### src/rtl/operand_forward_ctrl.sv
// operand_forward_ctrl
//
// Hazard and forwarding controller for the SPARC integer pipeline.
// Keeps a three-entry shadow of the destination registers of the
// instructions sitting in EX, MEM and WB, and from it derives:
//   - the 2-bit selects of the two operand mux_4x1 instances
//     (00 = register file, 01 = EX result, 10 = MEM result, 11 = WB result)
//   - a stall / bubble pair for load-use hazards and memory wait.
//
// Optional feature macro: FWD_WB_EN
//   defined   : a WB-only match forwards through select 2'b11.
//   undefined : 2'b11 is never produced; a WB-only match on a used source of
//               a live ID instruction costs one stall/bubble cycle, after
//               which the register file holds the value and 2'b00 is used.
//
// Handshake semantics: this block has no valid/ready channel. id_valid
// qualifies the ID inputs for one cycle; stall means "the ID instruction did
// not advance this cycle, present it again"; bubble means "ID/EX loads a NOP
// this cycle". mem_busy freezes the whole pipeline, including the shadow.
//
// All outputs are combinational from the shadow state and the ID inputs.
// While mem_busy is high the shadow is frozen and the pipeline holds the
// ID instruction, so the selects hold their values without extra storage.

module operand_forward_ctrl #(
    parameter int REG_W = 5
) (
    input  logic             clk,
    input  logic             reset_n,
    input  logic             id_valid,
    input  logic [REG_W-1:0] id_rs1,
    input  logic [REG_W-1:0] id_rs2,
    input  logic             id_rs1_used,
    input  logic             id_rs2_used,
    input  logic [REG_W-1:0] id_rd,
    input  logic             id_rd_we,
    input  logic             id_is_load,
    input  logic             mem_busy,
    input  logic             flush,
    output logic [1:0]       fwd_a_sel,
    output logic [1:0]       fwd_b_sel,
    output logic             stall,
    output logic             bubble
);

    localparam logic [1:0] SEL_RF  = 2'b00;
    localparam logic [1:0] SEL_EX  = 2'b01;
    localparam logic [1:0] SEL_MEM = 2'b10;
    localparam logic [1:0] SEL_WB  = 2'b11;

    // ------------------------------------------------------------------
    // Shadow state. Only the EX entry needs is_load: a load's result
    // exists from MEM onward, so later stages forward like any ALU op.
    // ------------------------------------------------------------------
    logic [REG_W-1:0] ex_rd;
    logic             ex_we;
    logic             ex_ld;
    logic [REG_W-1:0] mem_rd;
    logic             mem_we;
    logic [REG_W-1:0] wb_rd;
    logic             wb_we;

    // ID instruction is real and not being killed this cycle
    logic id_live;

    // per-stage match flags for each source
    logic a_ex, a_mem, a_wb;
    logic b_ex, b_mem, b_wb;

    // priority-resolved select before hazard masking
    logic [1:0] raw_a, raw_b;

    // hazard contributions
    logic lu_a, lu_b;     // load in EX feeds this source
    logic wbh_a, wbh_b;   // WB-only match with no WB forwarding path
    logic hazard;

    // A shadow entry matches a source only if it writes a register other
    // than %g0; %g0 reads therefore always fall through to the register file.
    function automatic logic hit(input logic             we,
                                 input logic [REG_W-1:0] rd,
                                 input logic [REG_W-1:0] src);
        return we && (rd == src) && (rd != '0);
    endfunction

    assign id_live = id_valid & ~flush;

    assign a_ex  = hit(ex_we,  ex_rd,  id_rs1);
    assign a_mem = hit(mem_we, mem_rd, id_rs1);
    assign a_wb  = hit(wb_we,  wb_rd,  id_rs1);
    assign b_ex  = hit(ex_we,  ex_rd,  id_rs2);
    assign b_mem = hit(mem_we, mem_rd, id_rs2);
    assign b_wb  = hit(wb_we,  wb_rd,  id_rs2);

    // Youngest producer wins for operand A: EX, then MEM, then WB
    always_comb begin
        raw_a = SEL_RF;
        if (id_rs1_used) begin
            if (a_ex)       raw_a = SEL_EX;
            else if (a_mem) raw_a = SEL_MEM;
            else if (a_wb)  raw_a = SEL_WB;
        end
    end

    // Youngest producer wins for operand B: EX, then MEM, then WB
    always_comb begin
        raw_b = SEL_RF;
        if (id_rs2_used) begin
            if (b_ex)       raw_b = SEL_EX;
            else if (b_mem) raw_b = SEL_MEM;
            else if (b_wb)  raw_b = SEL_WB;
        end
    end

    // A load in EX has no result yet; a live consumer must wait one cycle.
    // A flushed ID instruction never raises a hazard.
    assign lu_a = id_live & id_rs1_used & a_ex & ex_ld;
    assign lu_b = id_live & id_rs2_used & b_ex & ex_ld;

`ifdef FWD_WB_EN
    assign wbh_a = 1'b0;
    assign wbh_b = 1'b0;
`else
    // Without the WB path, wait one cycle for the register file write.
    assign wbh_a = id_live & (raw_a == SEL_WB);
    assign wbh_b = id_live & (raw_b == SEL_WB);
`endif

    assign hazard = lu_a | lu_b | wbh_a | wbh_b;

    // Final operand-A select: sources under hazard read the register file
    always_comb begin
        fwd_a_sel = raw_a;
        if (lu_a) fwd_a_sel = SEL_RF;
`ifndef FWD_WB_EN
        if (raw_a == SEL_WB) fwd_a_sel = SEL_RF;
`endif
    end

    // Final operand-B select: sources under hazard read the register file
    always_comb begin
        fwd_b_sel = raw_b;
        if (lu_b) fwd_b_sel = SEL_RF;
`ifndef FWD_WB_EN
        if (raw_b == SEL_WB) fwd_b_sel = SEL_RF;
`endif
    end

    // Memory wait freezes everything and suppresses the bubble so the
    // hazard is re-evaluated once the freeze lifts. Both outputs are forced
    // low while reset is asserted, so a stall drops as soon as reset does.
    always_comb begin
        stall  = reset_n & (mem_busy | hazard);
        bubble = reset_n & hazard & ~mem_busy;
    end

    // Shadow advance: WB <- MEM <- EX <- ID (or NOP when bubbling);
    // frozen while memory is busy
    always_ff @(posedge clk or negedge reset_n) begin
        if (!reset_n) begin
            ex_rd  <= '0;
            ex_we  <= 1'b0;
            ex_ld  <= 1'b0;
            mem_rd <= '0;
            mem_we <= 1'b0;
            wb_rd  <= '0;
            wb_we  <= 1'b0;
        end else if (!mem_busy) begin
            wb_rd  <= mem_rd;
            wb_we  <= mem_we;
            mem_rd <= ex_rd;
            mem_we <= ex_we;
            if (bubble) begin
                ex_rd <= '0;
                ex_we <= 1'b0;
                ex_ld <= 1'b0;
            end else begin
                ex_rd <= id_rd;
                ex_we <= id_rd_we & id_live;
                ex_ld <= id_is_load & id_live;
            end
        end
    end

endmodule

### config.mk
export PLATFORM = sky130hd
export DESIGN_NAME = operand_forward_ctrl
export DESIGN_NICKNAME = d
export VERILOG_FILES = /design/src/rtl/operand_forward_ctrl.sv
export SDC_FILE = /design/constraint.sdc
export NUM_CORES = 1
export LEC_CHECK = 0
export ABC_AREA = 1
export ABC_CLOCK_PERIOD_IN_PS = 1800
export CAP_MARGIN = 15
export CORE_ASPECT_RATIO = 0.5
export CORE_MARGIN = 8
export CORE_UTILIZATION = 25
export CTS_BUF_LIST = sky130_fd_sc_hd__clkbuf_4 sky130_fd_sc_hd__clkbuf_8
export CTS_CLUSTER_SIZE = 20
export DETAILED_ROUTE_END_ITERATION = 8
export MAX_ROUTING_LAYER = met4
export PLACE_DENSITY_LB_ADDON = 0.1
export SLEW_MARGIN = 20
export SYNTH_ARGS = -nofsm -noshare
export SYNTH_HDL_FRONTEND = slang
export SYNTH_SLANG_ARGS = --single-unit
export TNS_END_PERCENT = 5
### constraint.sdc
create_clock -name clk -period 1.8 [get_ports clk]
set_clock_uncertainty 0.1 [all_clocks]
set_input_delay 0.36 -clock clk [delete_from_list [all_inputs] [get_ports clk]]
set_output_delay 0.36 -clock clk [all_outputs]
set_load 0.05 [all_outputs]
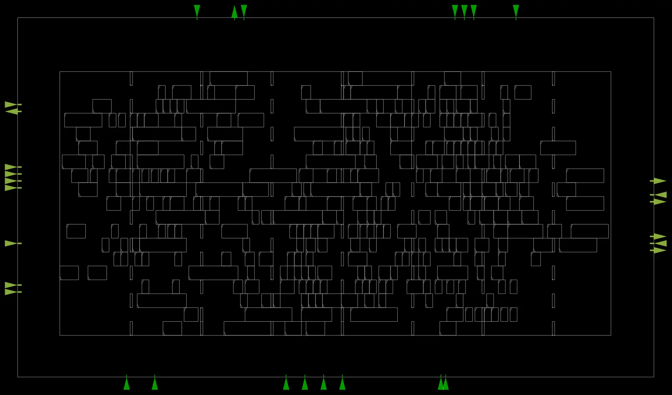
(placement view)
Core Box Area: 5590 sq um
row cnt: 19
fin util: 42.7%
Flops: 19
FILL cells: 614

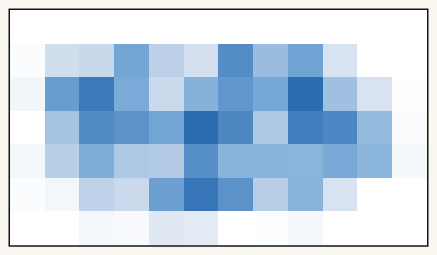
(cell density map)
12 x 7 tiles, from white (low) to dark blue (high), 0 to 100% covered.
- fullest tile: 76%
- densest ninth of the die: center
- nearly empty tiles: 31%
- mean over tiles: 26%
Initial Util: 26.5%

==> results_dict.tcl <==
# implementation run metrics
set metrics [dict create \
    htreeDepth 1 \
    routed_wl_um 4790 \
    dpl.cell_count 378 \
    r2r-end "ex_rd[2]" \
    num_tap_cells 73 \
    cts_buffers 3 \
    boundaryPins 30 \
    pg_comb_mw 0.431 \
    syn_nets 276 \
    tns_ps -3450 \
    dp_slack_ps -726 \
    powerClk_mw 0.303 \
    clock-sinks 19 \
    worst_ep_required_time_ps 1340 \
    combPwrFrac_pct 33.9 \
    min_from "ex_ld" \
    grt_pass1_wl_um 7780 \
    vias_per_cell 4.37 \
    hold_path_end "ex_ld" \
    layout_top_cell "nand2_1" \
    cts_resized 37 \
    rrSetupSlack_ps -90 \
    powerSeq_mw 0.536 \
    antenna_found_initial 0 \
    comb_area_share_pct 39.3 \
    min_period_ps 2290 \
    fin_ws_ps -486 \
    critPathBufInv 4 \
    cp-start-kind "flop" \
    drt-pass1-iter-count 5 \
    relSlewSlack_pct 83.2 \
    p_total_mw 1.27 \
    clock_buffers 3 \
    via_count 1731 \
    synth-seq-area-share_pct 32.1 \
    antenna_cells 0 \
    drtAntennaViolNets 0 \
    yosys_warnings 0 \
    cp_cell_sequence "inv_2 -> nand2_1 -> nand2_1 -> nand2_1 -> nor2_2 -> nand2_2 -> buf_4 -> buf_4 -> nor3b_4 -> buf_12" \
    grt_usage_pct 10.8 \
    place_congestion 0.888 \
    clock_power_share_pct 23.9 \
    intPower_mw 0.832 \
    worst-path-stages 10 \
    critical_path_peak_fanout 4 \
    nMultiInputCombCells 188 \
    clockBufferDepth 2 \
    tightestPinTransition_ps 252 \
    finalCritPeriodShare_pct 127 \
    rsz0062_at_grt "true" \
    r2r_cells 14 \
    drc 0 \
    cp_slowest_cell "dfrtp_2" \
    clk_share_pct 1.94 \
    status "finished with violations" \
    criticalPathCategory "reg -> out" \
    r2r-start "ex_rd[2]" \
    hold_class "reg -> reg" \
    hold_violations 0 \
    critPathCaptureType "output port" \
    synth_cell_types 21 \
    violations "negative setup slack" \
    clk-insertion-delay-late_ps 260 \
    final_nets 348 \
    seqPwrFrac_pct 42.2 \
    regArea_sq_um 487 \
    cp_slowest_stage_delay_ps 460 \
    post_cts_buffers 6 \
    seq-cell-share_pct 20.4 \
    drive_gt1_share_pct 34.4 \
    fin_cells 396 \
    fmax_mhz 437 \
    maxSlewViolCount 0 \
    logic_area_sq_um 937 \
    hold-worst-slack_ps 381 \
    cts_tree "done" \
    p_leak_nw 1.21 \
    grt-ovfl-total 0 \
    port_buffers 29 \
    first_iter_violations 89 \
    yosys_area_sq_um 1480 \
    dpl_cell_area_sq_um 2120 \
    nonClkBufAreaFrac_pct 27.9 \
    setup_violations 13 \
    chip_area_sq_um 8790 \
    maxCapViolCount 0 \
    dieWidth_um 125 \
    ir_drop_uv 276 \
    crit_family "simple AND/OR/NAND/NOR gates" \
    fp.dieH_um 70.4 \
    ys_ff 19 \
    p_per_area_nw_per_um2 533 \
    hold_buffers 0 \
    crit_top_cell "nand2_1" \
    path_clk_slew_ps 80 \
    warnings 29 \
    whs_path_depth 2 \
    cts_root_buffer "clkbuf_8" \
    avgSynthCellArea_sq_um 5.87 \
]
==> worst min-delay path, delay by kind of cell (launching register included) <==
kind | cells | cell delay [ps]
flip-flops | 1 | 350
AND/OR/NAND/NOR | 2 | 100
==> kinds of logic (layout without fill, tap and decap cells) <==
kind of cell,count (synthesis),count (layout),synth area share [%]
AOI/OAI and AO/OA,24,24,8.71
xor gates and xnor gates,3,3,1.78
buffers and inverters,45,116,12.6
and+or+nand+nor,161,161,44.8
DFF,19,19,32.1
==> synthesized netlist by cell type <==
library cell	number	area [sq um]
o21bai_1	1	7.51
inv_2	9	33.8
nand2_2	3	18.8
nand3_1	9	45.0
nor3b_1	4	30.0
nor2_1	26	97.6
nor2_2	4	25.0
dfrtp_1	19	475
a21oi_1	6	30.0
o22ai_1	1	6.26
nand4_1	3	18.8
o211ai_1	2	15.0
nand2_1	111	417
inv_1	32	120
xnor2_1	3	26.3
buf_6	1	11.3
buf_1	1	3.75
nand2_4	1	11.3
o21ai_0	14	70.1
clkbuf_1	1	3.75
clkbuf_8	1	13.8
==> how the worst max path moves through the flow <==
stage / slack [ps] / from / to
floorplan: -140 / ex_rd[4] / fwd_b_sel[0]
global route: -610 / ex_rd[2] / bubble
global placement: -760 / id_rs1[1] / stall
finish: -490 / ex_rd[2] / fwd_a_sel[0]
CTS: -530 / ex_rd[3] / stall
detailed placement: -730 / id_rs1[4] / stall
==> per-layer routing <==
layer,global-route usage [%],vias to the layer above,wire (um)
met5,-,-,0
met4,2.75,0,36
met3,1.13,4,163
met2,15.2,47,1890
met1,15.9,770,2700
li1,-,910,-
==> sequential cells by signal, indices dropped and copies added (netlist names) <==
name,count
ex_rd,5
mem_rd,5
wb_rd,5
ex_ld,1
ex_we,1
mem_we,1
wb_we,1
